==> config.mk <==
export PLATFORM = sky130hd
export DESIGN_NAME = alu_sequencer
export DESIGN_NICKNAME = d
export VERILOG_FILES = /design/src/rtl/alu_sequencer.sv
export SDC_FILE = /design/constraint.sdc
export NUM_CORES = 1
export LEC_CHECK = 0
export ABC_AREA = 0
export CORE_MARGIN = 1
export CORE_UTILIZATION = 39
export CTS_BUF_LIST = sky130_fd_sc_hd__clkbuf_4
export CTS_CLUSTER_DIAMETER = 80
export DETAILED_ROUTE_END_ITERATION = 10
export PLACE_DENSITY = 0.79
export SLEW_MARGIN = 40
export SYNTH_ARGS = -nofsm -noshare
export SYNTH_HDL_FRONTEND = slang
export SYNTH_SLANG_ARGS = --single-unit
==> constraint.sdc <==
create_clock -name clk -period 1.75 [get_ports clk]
set_clock_uncertainty 0.15 [all_clocks]
set_input_delay 0.175 -clock clk [delete_from_list [all_inputs] [get_ports clk]]
set_output_delay 0.175 -clock clk [all_outputs]
set_load 0.1 [all_outputs]
==> src/rtl/alu_sequencer.sv <==
// rtl/alu_sequencer.sv - Moore FSM sequencing register-file and ALU control for a small datapath
module alu_sequencer (
    input  logic        clk,
    input  logic        reset_n,
    input  logic        s,
    input  logic [15:0] instr,
    output logic        w,
    output logic [2:0]  readnum,
    output logic [2:0]  writenum,
    output logic        write,
    output logic        loada,
    output logic        loadb,
    output logic        loadc,
    output logic        loads,
    output logic        asel,
    output logic        bsel,
    output logic [1:0]  vsel,
    output logic [1:0]  shift,
    output logic [1:0]  ALUop,
    output logic [15:0] sximm8,
    output logic        err
);

    typedef enum logic [2:0] {
        S_WAIT,
        S_GET_A,
        S_GET_B,
        S_EXEC,
        S_WRITE,
        S_WRITE_IMM,
        S_ERR
    } state_t;

    state_t      state;
    state_t      state_nxt;
    logic [15:0] ir;
    logic        accept;
    logic        ir_is_mov;
    logic        ir_is_cmp;

    // Decode on {opcode, op}; the live instr is decoded because IR is not yet loaded on the accept edge.
    function automatic state_t decode(input logic [4:0] opc_op);
        case (opc_op)
            5'b110_10:                      decode = S_WRITE_IMM;
            5'b110_00:                      decode = S_GET_B;
            5'b101_00, 5'b101_01, 5'b101_10: decode = S_GET_A;
            5'b101_11:                      decode = S_GET_B;
            default:                        decode = S_ERR;
        endcase
    endfunction

    assign accept    = (state == S_WAIT) && s;
    assign ir_is_mov = (ir[15:13] == 3'b110);
    assign ir_is_cmp = (ir[15:11] == 5'b101_01);
    assign sximm8    = {{8{ir[7]}}, ir[7:0]};
    assign bsel      = 1'b0;

    // State register.
    always_ff @(posedge clk or negedge reset_n) begin
        if (!reset_n) begin
            state <= S_WAIT;
        end else begin
            state <= state_nxt;
        end
    end

    // Instruction register: captured only on accept, so instr is a don't-care mid-sequence.
    always_ff @(posedge clk or negedge reset_n) begin
        if (!reset_n) begin
            ir <= 16'h0000;
        end else if (accept) begin
            ir <= instr;
        end
    end

    // Sticky error flag: cleared by any accept, set when leaving ERR.
    always_ff @(posedge clk or negedge reset_n) begin
        if (!reset_n) begin
            err <= 1'b0;
        end else if (accept) begin
            err <= 1'b0;
        end else if (state == S_ERR) begin
            err <= 1'b1;
        end
    end

    // Next-state and Moore outputs from state and IR.
    always_comb begin
        state_nxt = state;
        w         = 1'b0;
        readnum   = 3'd0;
        writenum  = 3'd0;
        write     = 1'b0;
        loada     = 1'b0;
        loadb     = 1'b0;
        loadc     = 1'b0;
        loads     = 1'b0;
        asel      = 1'b0;
        vsel      = 2'b00;
        shift     = 2'b00;
        ALUop     = 2'b00;
        case (state)
            S_WAIT: begin
                w = 1'b1;
                if (s) begin
                    state_nxt = decode(instr[15:11]);
                end
            end
            S_GET_A: begin
                readnum   = ir[10:8];
                loada     = 1'b1;
                state_nxt = S_GET_B;
            end
            S_GET_B: begin
                readnum   = ir[2:0];
                loadb     = 1'b1;
                shift     = ir[4:3];
                state_nxt = S_EXEC;
            end
            S_EXEC: begin
                shift = ir[4:3];
                ALUop = ir_is_mov ? 2'b00 : ir[12:11];
                // MOV reg and MVN pass only B through the ALU, so A is forced to zero.
                asel  = ir_is_mov || (ir[12:11] == 2'b11);
                if (ir_is_cmp) begin
                    loads     = 1'b1;
                    state_nxt = S_WAIT;
                end else begin
                    loadc     = 1'b1;
                    state_nxt = S_WRITE;
                end
            end
            S_WRITE: begin
                writenum  = ir[7:5];
                write     = 1'b1;
                state_nxt = S_WAIT;
            end
            S_WRITE_IMM: begin
                vsel      = 2'b10;
                writenum  = ir[10:8];
                write     = 1'b1;
                state_nxt = S_WAIT;
            end
            S_ERR: begin
                state_nxt = S_WAIT;
            end
            default: begin
                state_nxt = S_WAIT;
            end
        endcase
    end

endmodule

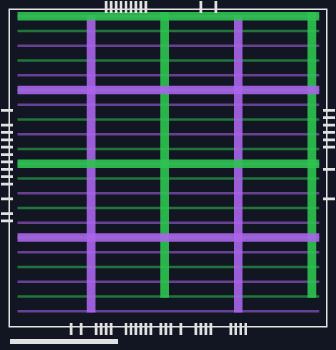
run_1/power_grid.png
Scale bar: 20 um. Pins as bars on the die edge.
legend:
  green:
    net: VDD
  purple:
    net: VSS
signal pins: 56
met1 rails: 21

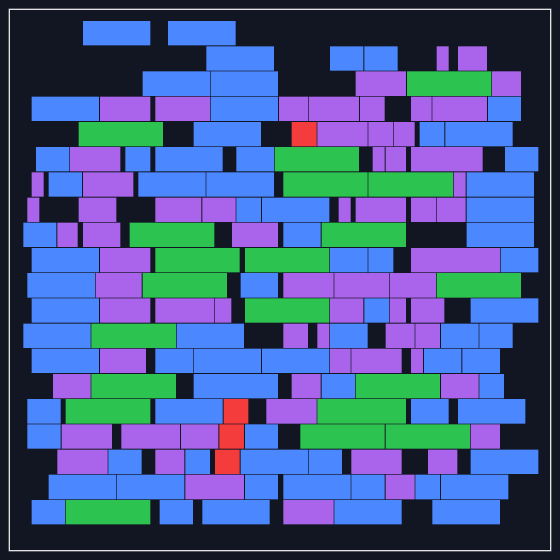
run_1/placement_by_type.png
legend:
  blue:
    class: remaining buffers and delay cells
    cells: 74
  green:
    class: sequential cells
    cells: 20
  red:
    class: clock drivers and dummy loads
    cells: 4
  purple:
    class: combinational and other logic
    cells: 67

==> out/results.ini, run 1 <==
[sta]
setup_slack_ns = -0.2361
finalCriticalPeriod_ns = 1.986
setup_violations = 34
slew_viol_final = 0

[clock_network]
hold_buffers = 0
cts_tree = done
cts-root-buf = clkbuf_4

[run_status]
violations = negative setup slack
status = finished with violations

[drt]
wl_per_cell_um = 17.59
ant_nets = 0
dr.pass1.iters = 4
drc_errors = 0

[yosys]
synth-seq-cells = 20
yosysUniqueCellTypes = 32
top_area_cell = dfrtp_1
synthCells = 109
synth.area.top_cells = dfrtp_1 (41%), mux2_4 (12%), buf_4 (12%), mux2_2 (5.5%), a22o_1 (2.8%)
synthArstFlopShare_pct = 100.0
synth_seq_share_pct = 40.53
mappedNetlistArea_mm2 = 0.001235
syn_area_per_cell_um2 = 11.33

[die]
io_pins = 56
dieWidth_um = 58.27
core_area_mm2 = 0.003028
die_area_mm2 = 0.003395
num_rows = 20

[cells_and_area]
fin_cells = 209
mostFrequentLayoutCells = buf_12 (36), dfrtp_1 (19), clkdlybuf4s50_1 (18)
logic_area_um2 = 705.7
diodes = 0

[flow_run]
tool_warnings = 29

[placed_design]
numPortBuffers = 53

[global_routing]
grt.overflow.total = 0
antenna_found_initial = 0

[worst_setup_path]
reg2reg_depth = 6
timing.rr.start = state[1]

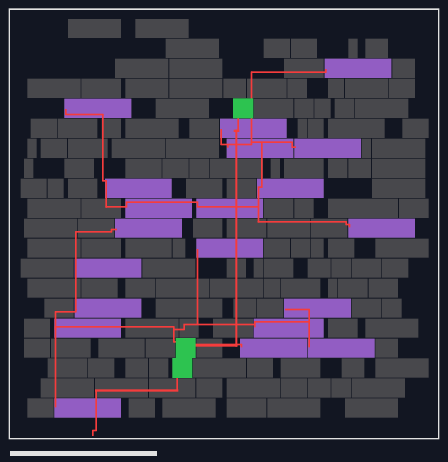
run_1/clk_routes.png
Scale bar: 20 um.
legend:
  green:
    item: clock drivers
    count: 3
  red:
    item: clock wires
    length: 260 um
  purple:
    item: flip-flops
    count: 20
routed clock nets: 4
Late-Pin Clk Latency: 0.31 ns

[run 1: metrics by stage]
step / hold WS [ns] / cell area (um2)
4_1_cts: 0.04593 / 2359
2_1_floorplan: -0.2706 / 1379
3_3_place_gp: 0.3649 / 2217
5_1_grt: 0.06047 / 2437
6_report: 0.04009 / 2437
3_5_place_dp: 0.3834 / 2217
[run 1: state kept, by name (all words and copies together) (netlist names)]
register  cells
state         3
ir           16
err           1
[run 1: routing by layer]
| layer | GRT usage [%] | up-vias | wire length, um |
|---|---|---|---|
| met5 | 0 | - | 0 |
| met4 | 10.88 | 0 | 82 |
| met3 | 2.455 | 8 | 103 |
| met2 | 39.74 | 37 | 2027 |
| met1 | 27.70 | 528 | 1463 |
| li1 | - | 465 | - |
[run 1: critical path: stages, from the launching register on]
cell      delay (ns)
dfrtp_2         0.43
buf_6           0.12
nand3b_1        0.26
nor4_4          0.32
buf_12          0.21
[run 1: timing repair]
item                       CTS  global route
cloned                       0             1
resized                     25             8
setup buffers                5             3
setup endpoints to repair   33            34
pin swaps                    8             5
[run 1: how the worst max path moves through the flow]
| stage | from | endpoint | slack, ns | cells past startpoint |
|---|---|---|---|---|
| 5_1_grt | state[2] | loads | -0.32 | 4 |
| 4_1_cts | state[2] | ALUop[0] | -0.25 | 5 |
| 3_5_place_dp | state[2] | ir[7] | -0.04 | 5 |
| 2_1_floorplan | state[0] | readnum[0] | -0.37 | 4 |
| 3_3_place_gp | state[2] | ir[5] | -0.0003 | 5 |
| 6_report | state[2] | loads | -0.24 | 4 |
[run 1: layout make-up]
| cell class | count | area share [%] |
|---|---|---|
| repair buffers | 74 | 45.53 |
| multi-input cells | 63 | 28.95 |
| flip-flops and latches | 20 | 20.59 |
| well taps | 44 | 2.259 |
| inverters | 4 | 1.437 |
| clock buffers | 4 | 1.232 |
[run 1: synthesized netlist by cell type, types with 3 or more instances]
cell and instances:
mux2_4 10, mux2_2 6, nand2_1 3, inv_1 3, nor2b_1 4, and2_1 5, dfrtp_1 20, nor2_1 6
buf_4 19, mux2i_1 3, a22o_1 4
[run 1: cell families after synthesis]
kind of cell / count (synthesis) / share of synthesized area, %
buf+inv: 27 / 16.82
compound gates: 14 / 9.220
simple gates: 28 / 13.07
flops: 20 / 40.53
other cells: 1 / 0.3037
mux: 19 / 20.06
==> run 2, diff against run 1 <==
Settings changed: GPL_ROUTABILITY_DRIVEN set to 0.
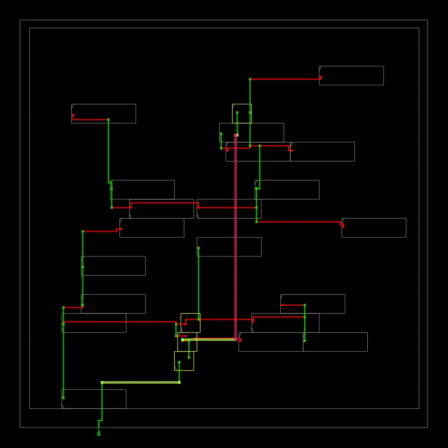
run_2/clocks.png
Seq cells: 20
CTS Sinks: 20
# clk buffers: 4

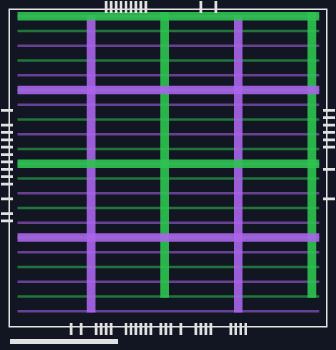
run_2/power_grid.png
Scale bar: 20 um. Pins as bars on the die edge.
Die W: 58.27 um
Die H: 58.27 um
area of the core: 0.003028 mm2

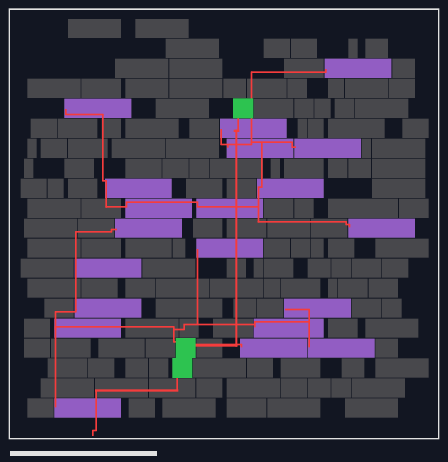
run_2/clk_routes.png
Scale bar: 20 um.
legend:
  green:
    item: clock drivers
    count: 3
  red:
    item: clock wires
    length: 260 um
  purple:
    item: flip-flops
    count: 20
routed clock nets: 4

==> run 2 against run 1 <==
Net effect:
- the run still ends with negative setup slack left
- cell count unchanged
- global-route usage unchanged
- die size did not move
- maximum frequency stayed put
==> out/results.ini, run 2 <==
[global_routing]
met1_usage_pct = 27.70  ; unchanged
busiest_layer = met2  ; unchanged
antenna_found_initial = 0  ; unchanged
grt.met3_usage_pct = 2.455  ; unchanged
grt.overflow.total = 0  ; unchanged

[flow_run]
tool_warnings = 29  ; unchanged

[worst_setup_path]
crit_end = loads  ; unchanged
slowest_stage = dfrtp_2  ; unchanged

[placed_design]
numPortBuffers = 53  ; unchanged

[cells_and_area]
largest_reg_flops = 16  ; unchanged
mostFrequentLayoutCells = buf_12 (36), dfrtp_1 (19), clkdlybuf4s50_1 (18)  ; unchanged
top_register = ir  ; unchanged
logic_area_um2 = 705.7  ; unchanged

[sta]
setup_violations = 34  ; unchanged
setup_slack_ns = -0.2361  ; unchanged
finalCriticalPeriod_ns = 1.986  ; unchanged
slew_viol_final = 0  ; unchanged

[yosys]
syn_area_per_cell_um2 = 11.33  ; unchanged
xor_share_pct = 0  ; unchanged
synthTopCellsByCount = dfrtp_1 (20), buf_4 (19), mux2_4 (10)  ; unchanged
adder_share_pct = 0  ; unchanged
yosysUniqueCellTypes = 32  ; unchanged
synthTopLogicFamily = multiplexers  ; unchanged

[clock_network]
cts-root-buf = clkbuf_4  ; unchanged
hold_buffers = 0  ; unchanged

[run_status]
violations = negative setup slack  ; unchanged
status = finished with violations  ; unchanged

[die]
die_area_mm2 = 0.003395  ; unchanged

-- run 2: cell counts after synthesis --
Identical to the previous run, type by type.
-- run 2: logic make-up after synthesis --
logic type      count (synthesis)
simple gates                   28
buf+inv                        27
flops                          20
mux                            19
compound gates                 14
other cells                     1
-- run 2: per-stage QoR --
step              TNS, ns  instance area (um2)  std cells  hold slack, ns
5_1_grt            -7.466                 2437        209         0.06047
3_3_place_gp   -0.0003015                 2217        196          0.3649
2_1_floorplan      -5.085                 1379        110         -0.2706
3_5_place_dp      -0.4635                 2217        196          0.3834
4_1_cts            -5.238                 2359        205         0.04593
6_report           -5.734                 2437        209         0.04009
-- run 2: routing by layer --
metal	vias to the layer above	share of wire, %
met2	37	55
met4	0	2.2
met5	-	0
li1	465	-
met3	8	2.8
met1	528	40
-- run 2: worst min path at each step --
stage                     endpoint  slack, ns  cells after the start
after floorplan                err      -0.27                      0
after global placement      ir[13]       0.36                      1
after detailed placement    ir[13]       0.38                      1
after CTS                 state[1]       0.05                      2
after global routing         ir[0]       0.06                      2
final                        ir[0]       0.04                      2
-- run 2: critical path, delay by kind of cell (launching register included) --
family | cells | cell delay, ns
flops | 1 | 0.43
simple gates | 2 | 0.58
buf+inv | 2 | 0.33
-- run 2: area by class of cell --
cell class | count | area share [%]
Clock buffer | 4 | 1.232
Sequential cell | 20 | 20.59
Tap cell | 44 | 2.259
Timing Repair Buffer | 74 | 45.53
Inverter | 4 | 1.437
Multi-Input combinational cell | 63 | 28.95
-- run 2: timing repair --
item	4_1_cts	5_1_grt
hold endpoints to repair	0	0
pin swaps	8	5
endpoints found under the setup margin	33	34
gates resized	25	8
gates cloned	0	1
buffers inserted	5	3
